[config.mk]
export PLATFORM = sky130hd
export DESIGN_NAME = psum_sched_layer7_flat
export DESIGN_NICKNAME = d
export VERILOG_FILES = /design/src/rtl/psum_pkg.sv /design/src/rtl/psum_sched_layer7_if.sv /design/src/rtl/psum_tmo_cnt.sv /design/src/rtl/psum_sched_layer7.sv /design/src/flat_wrapper.sv
export SDC_FILE = /design/constraint.sdc
export NUM_CORES = 1
export LEC_CHECK = 0
export CAP_MARGIN = 20
export CORE_MARGIN = 4
export CORE_UTILIZATION = 49
export CTS_CLUSTER_SIZE = 14
export DETAILED_ROUTE_END_ITERATION = 7
export GPL_TIMING_DRIVEN = 0
export MAX_ROUTING_LAYER = met4
export PLACE_DENSITY = 0.85
export SLEW_MARGIN = 40
export SYNTH_ARGS = -nofsm -noshare
export SYNTH_HDL_FRONTEND = slang
export SYNTH_SLANG_ARGS = --single-unit
[constraint.sdc]
create_clock -name clk -period 2.6 [get_ports clk]
set_clock_uncertainty 0.1 [all_clocks]
set_input_delay 0.78 -clock clk [delete_from_list [all_inputs] [get_ports clk]]
set_output_delay 0.78 -clock clk [all_outputs]
set_load 0.01 [all_outputs]
[src/rtl/psum_pkg.sv]
// psum_pkg: shared state encoding, accumulator chs_macro codes and error flag positions.
package psum_pkg;
    typedef enum logic [1:0] {IDLE, REQ, WAIT, DRAIN} state_t;
    localparam logic [1:0] CHS_INIT = 2'b01;
    localparam logic [1:0] CHS_ACC  = 2'b10;
    localparam logic [1:0] CHS_LAST = 2'b00;
    localparam int ERR_UNEXP = 0;
    localparam int ERR_TMO   = 1;
    function automatic logic [1:0] chs_code(input int k, input int pass_num);
        return k == 0 ? CHS_INIT : k == pass_num - 1 ? CHS_LAST : CHS_ACC;
    endfunction
endpackage

[src/rtl/psum_sched_layer7_if.sv]
// psum_sched_layer7_if: pixel start, decoder and accumulator handshake bundle.
interface psum_sched_layer7_if #(parameter int GW = 2);
    logic          mode;
    logic          start;
    logic          start_ready;
    logic          macro_req;
    logic [GW-1:0] macro_grp;
    logic          dec_valid;
    logic          ps_data_e;
    logic [1:0]    ps_chs_macro;
    logic          psum_valid;
    logic          pix_done;
    logic          busy;
    logic [1:0]    err;
    modport master (
        output mode, start, dec_valid, psum_valid,
        input  start_ready, macro_req, macro_grp, ps_data_e, ps_chs_macro, pix_done, busy, err
    );
    modport slave (
        input  mode, start, dec_valid, psum_valid,
        output start_ready, macro_req, macro_grp, ps_data_e, ps_chs_macro, pix_done, busy, err
    );
endinterface

[src/rtl/psum_tmo_cnt.sv]
// psum_tmo_cnt: loadable down-counter; expire is high once TMO-1 cycles have elapsed since load.
module psum_tmo_cnt #(
    parameter int TMO = 64
) (
    input  logic clk,
    input  logic rst,
    input  logic load,
    output logic expire
);
    localparam int W = $clog2(TMO + 1);
    logic [W-1:0] cnt;
    always_ff @(posedge clk or posedge rst) begin
        if (rst) cnt <= '0;
        else if (load) cnt <= W'(TMO - 1);
        else if (cnt != '0) cnt <= cnt - 1'b1;
    end
    assign expire = cnt == '0;
endmodule

[src/rtl/psum_sched_layer7.sv]
// psum_sched_layer7: steps the layer-7 partial-sum accumulator through PASS_NUM macro-group
// passes per pixel, forwarding decoder valids as data_e with chs_macro skewed one cycle later.
module psum_sched_layer7
    import psum_pkg::*;
#(
    parameter int PASS_NUM = 4,
    parameter int GW       = 2,
    parameter int TMO      = 64
) (
    input logic                clk,
    input logic                rst,
    psum_sched_layer7_if.slave bus
);
    state_t        state;
    logic [GW-1:0] k;
    logic [1:0]    chs;
    logic [1:0]    err;
    logic          pix_done;
    logic          accept;
    logic          take;
    logic          last;
    logic          expire;
    assign bus.start_ready  = state == IDLE && bus.mode && !pix_done && !rst;
    assign bus.macro_req    = state == REQ && bus.mode;
    assign bus.ps_data_e    = take;
    assign bus.macro_grp    = k;
    assign bus.ps_chs_macro = chs;
    assign bus.pix_done     = pix_done;
    assign bus.busy         = state != IDLE;
    assign bus.err          = err;
    assign accept = bus.start && bus.start_ready;
    assign take   = state == WAIT && bus.mode && bus.dec_valid;
    assign last   = k == GW'(PASS_NUM - 1);
    // Each pass is timed from its REQ cycle; the final take re-arms the counter for DRAIN.
    psum_tmo_cnt #(.TMO(TMO)) u_tmo (
        .clk    (clk),
        .rst    (rst),
        .load   (accept || take),
        .expire (expire)
    );
    always_ff @(posedge clk or posedge rst) begin
        if (rst) begin
            state    <= IDLE;
            k        <= '0;
            chs      <= CHS_INIT;
            err      <= '0;
            pix_done <= 1'b0;
        end else begin
            pix_done <= state == DRAIN && bus.mode && bus.psum_valid;
            if (bus.dec_valid && state != WAIT) err[ERR_UNEXP] <= 1'b1;
            if (bus.psum_valid && state != DRAIN) err[ERR_UNEXP] <= 1'b1;
            if (take) chs <= chs_code(int'(k), PASS_NUM);
            if (!bus.mode) begin
                state <= IDLE;
                k     <= '0;
            end else begin
                case (state)
                    IDLE: if (accept) begin
                        state <= REQ;
                        k     <= '0;
                    end
                    REQ: state <= WAIT;
                    WAIT: if (bus.dec_valid) begin
                        state <= last ? DRAIN : REQ;
                        k     <= last ? k : k + 1'b1;
                    end else if (expire) begin
                        err[ERR_TMO] <= 1'b1;
                        state        <= IDLE;
                    end
                    DRAIN: if (bus.psum_valid) state <= IDLE;
                    else if (expire) begin
                        err[ERR_TMO] <= 1'b1;
                        state        <= IDLE;
                    end
                endcase
            end
        end
    end
endmodule

[src/flat_wrapper.sv]
// flat-port wrapper written by rule: the top's interface ports become plain ports
module psum_sched_layer7_flat import psum_pkg::*;
#(
    parameter int PASS_NUM = 4,
    parameter int GW       = 2,
    parameter int TMO      = 64
)
  (clk, rst, bus_mode, bus_start, bus_dec_valid, bus_psum_valid, bus_start_ready, bus_macro_req, bus_macro_grp, bus_ps_data_e, bus_ps_chs_macro, bus_pix_done, bus_busy, bus_err);
  psum_sched_layer7_if #(.GW(GW)) bus_i ();
  input logic clk;
  input logic rst;
  input wire logic [$bits(bus_i.mode)-1:0] bus_mode;
  input wire logic [$bits(bus_i.start)-1:0] bus_start;
  input wire logic [$bits(bus_i.dec_valid)-1:0] bus_dec_valid;
  input wire logic [$bits(bus_i.psum_valid)-1:0] bus_psum_valid;
  output wire logic [$bits(bus_i.start_ready)-1:0] bus_start_ready;
  output wire logic [$bits(bus_i.macro_req)-1:0] bus_macro_req;
  output wire logic [$bits(bus_i.macro_grp)-1:0] bus_macro_grp;
  output wire logic [$bits(bus_i.ps_data_e)-1:0] bus_ps_data_e;
  output wire logic [$bits(bus_i.ps_chs_macro)-1:0] bus_ps_chs_macro;
  output wire logic [$bits(bus_i.pix_done)-1:0] bus_pix_done;
  output wire logic [$bits(bus_i.busy)-1:0] bus_busy;
  output wire logic [$bits(bus_i.err)-1:0] bus_err;
  assign bus_i.mode = bus_mode;
  assign bus_i.start = bus_start;
  assign bus_i.dec_valid = bus_dec_valid;
  assign bus_i.psum_valid = bus_psum_valid;
  assign bus_start_ready = bus_i.start_ready;
  assign bus_macro_req = bus_i.macro_req;
  assign bus_macro_grp = bus_i.macro_grp;
  assign bus_ps_data_e = bus_i.ps_data_e;
  assign bus_ps_chs_macro = bus_i.ps_chs_macro;
  assign bus_pix_done = bus_i.pix_done;
  assign bus_busy = bus_i.busy;
  assign bus_err = bus_i.err;
  psum_sched_layer7 #(.PASS_NUM(PASS_NUM), .GW(GW), .TMO(TMO)) u_core (.clk(clk), .rst(rst), .bus(bus_i));
endmodule
==> images/m3.png <==
Cells faint in the background.
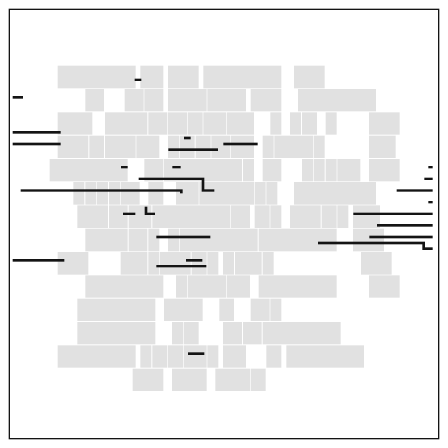
nets with wire on the layer	20
longest straight run	18.6 um
final WL: 1.80 mm
met3 Use GR: 3.61%
vias post-DR: 763

==> images/route_heat.png <==
Bar = 10 um. The die is cut into 10 by 10 equal tiles; white is low, dark blue is high, scaled to the fullest tile. Values are wire area over tile area, all layers added.
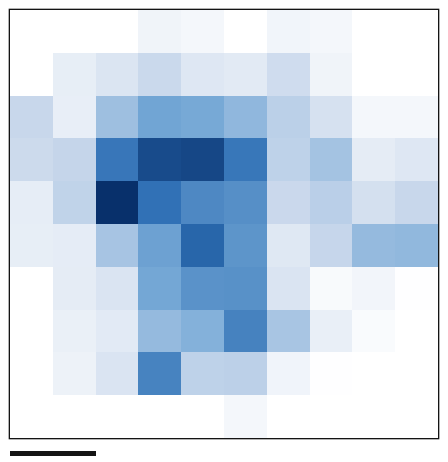
emptiest ninth of the die	bottom right
mean over tiles	0.12
fullest tile	0.52
tiles over half the peak	18%
nearly empty tiles	26%
densest ninth of the die	middle
drt wl/cell: 13.6 um
total track usage: 16.3%

==> reports/results.txt <==
RSZ-0062 raised after global routing -> no
IO Pins -> 17
Worst Hold End -> u_core.bus.ps_chs_macro[0]
Number of synthesized flops with an enable pin -> 0
Critical path type -> in2out
Post-synth top area share -> 43.5%
Util after Layout -> 70.4%
Post-CTS setup buffers -> 1
Signal buffers -> 19
CTS tree -> built
Root Buffer -> clkbuf_4
Cell Area, Synth -> 863 sq um
Setup crit end kind -> output pin
Cell count in the Yosys report -> 96
Post-synth seq share -> 46.5%
Post-DP HPWL -> 1.25 mm
Post-route cell area -> 1110 sq um
Critical R2R Launch -> u_core.u_tmo.cnt[0]
Final worst setup slack -> 0.0249 ns
Site Rows -> 14
I/O Buffers -> 15
Dpl ws -> -0.713 ns
Post-Place Cell Area -> 1030 sq um
Final hold violation count -> 0
Peak VDD IR -> 0.000455 V
CP arrival -> 1.70 ns
Adder-cell share of the synthesized area -> 4.35%
Leading area contributor after synthesis -> dfrtp_1
First-pass GRT wire length -> 3.06 mm
Flop count -> 16
Fmax -> 0.388 GHz
Post-DRT Antenna Nets -> 0
Power density cells -> 640 nW/um^2
Non-clock inverter count -> 9
Outcome -> finished clean
#MultiIn Comb -> 68
Drt pass-1 iters -> 4
Highest-count logic cell in the final layout -> dfrtp_1
Post-route insts no fill -> 132
Min-delay src -> u_core.bus.ps_chs_macro[0]
Area delta synth->final -> 28.6%
Syn Nets -> 105
GPL Wtd Cong -> 0.815
CTS resizes -> 14
Worst-Margin Slew -> 0.620 ns
Yosys simple share -> 27.0%
Logic area -> 439 sq um
Met1 Usage GRT -> 19.1%
Largest net degree at the start of global routing -> 17
Grt ovf -> 0
Layout cells sized above 1 -> 16.4%
DR iter-0 viols -> 28
R2R depth -> 6
Max Slew Vio Count -> 0
Number of antenna diodes -> 0
Ys Warns -> 0
Most used DFF post-synth -> dfrtp_1
Busiest grt layer -> met2
# clk buffers -> 4
Nets -> 126
Die X -> 50.0 um
Synth top cells by count -> dfrtp_1 (15), nand2_1 (14), inv_1 (9)
Tool Warnings -> 27
==> images/clock_wires.png <==
Bar = 10 um.
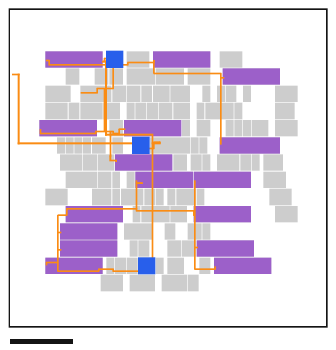
[blue] clock-net drivers | count: 3
[orange] clock wires | length: 232 um
[purple] flip-flops | count: 16
routed clock nets	4
clk_lat worst skew: 0.30 ns
clock share of power: 24.7%
clock group total power: 175 uW

==> power by group <==
part / switching [uW] / internal (uW) / leakage [uW]
combinational: 94.6 / 91.5 / 0.000286
sequential: 48.6 / 300 / 0.000195
clock: 89.8 / 85.6 / 0.0000210
==> critical path, stage by stage <==
cell             delay [ns]
clkdlybuf4s50_1        0.44
nor3_1                 0.19
dlygate4sd2_1          0.29
==> routing by layer <==
layer,part of all wire [%],wire (um)
met1,45,805
met2,45,810
met3,6.4,115
met4,3.8,69
met5,0,0
==> registers in the layout, indices dropped and copies added (netlist names) <==
name and cells:
u_core.bus.ps_chs_macro 2, u_core.bus.pix_done 1, u_core.u_tmo.cnt 7, u_core.bus.macro_grp 2, u_core.state 2, u_core.bus.err 2
Power and IR drop assume default switching activity.
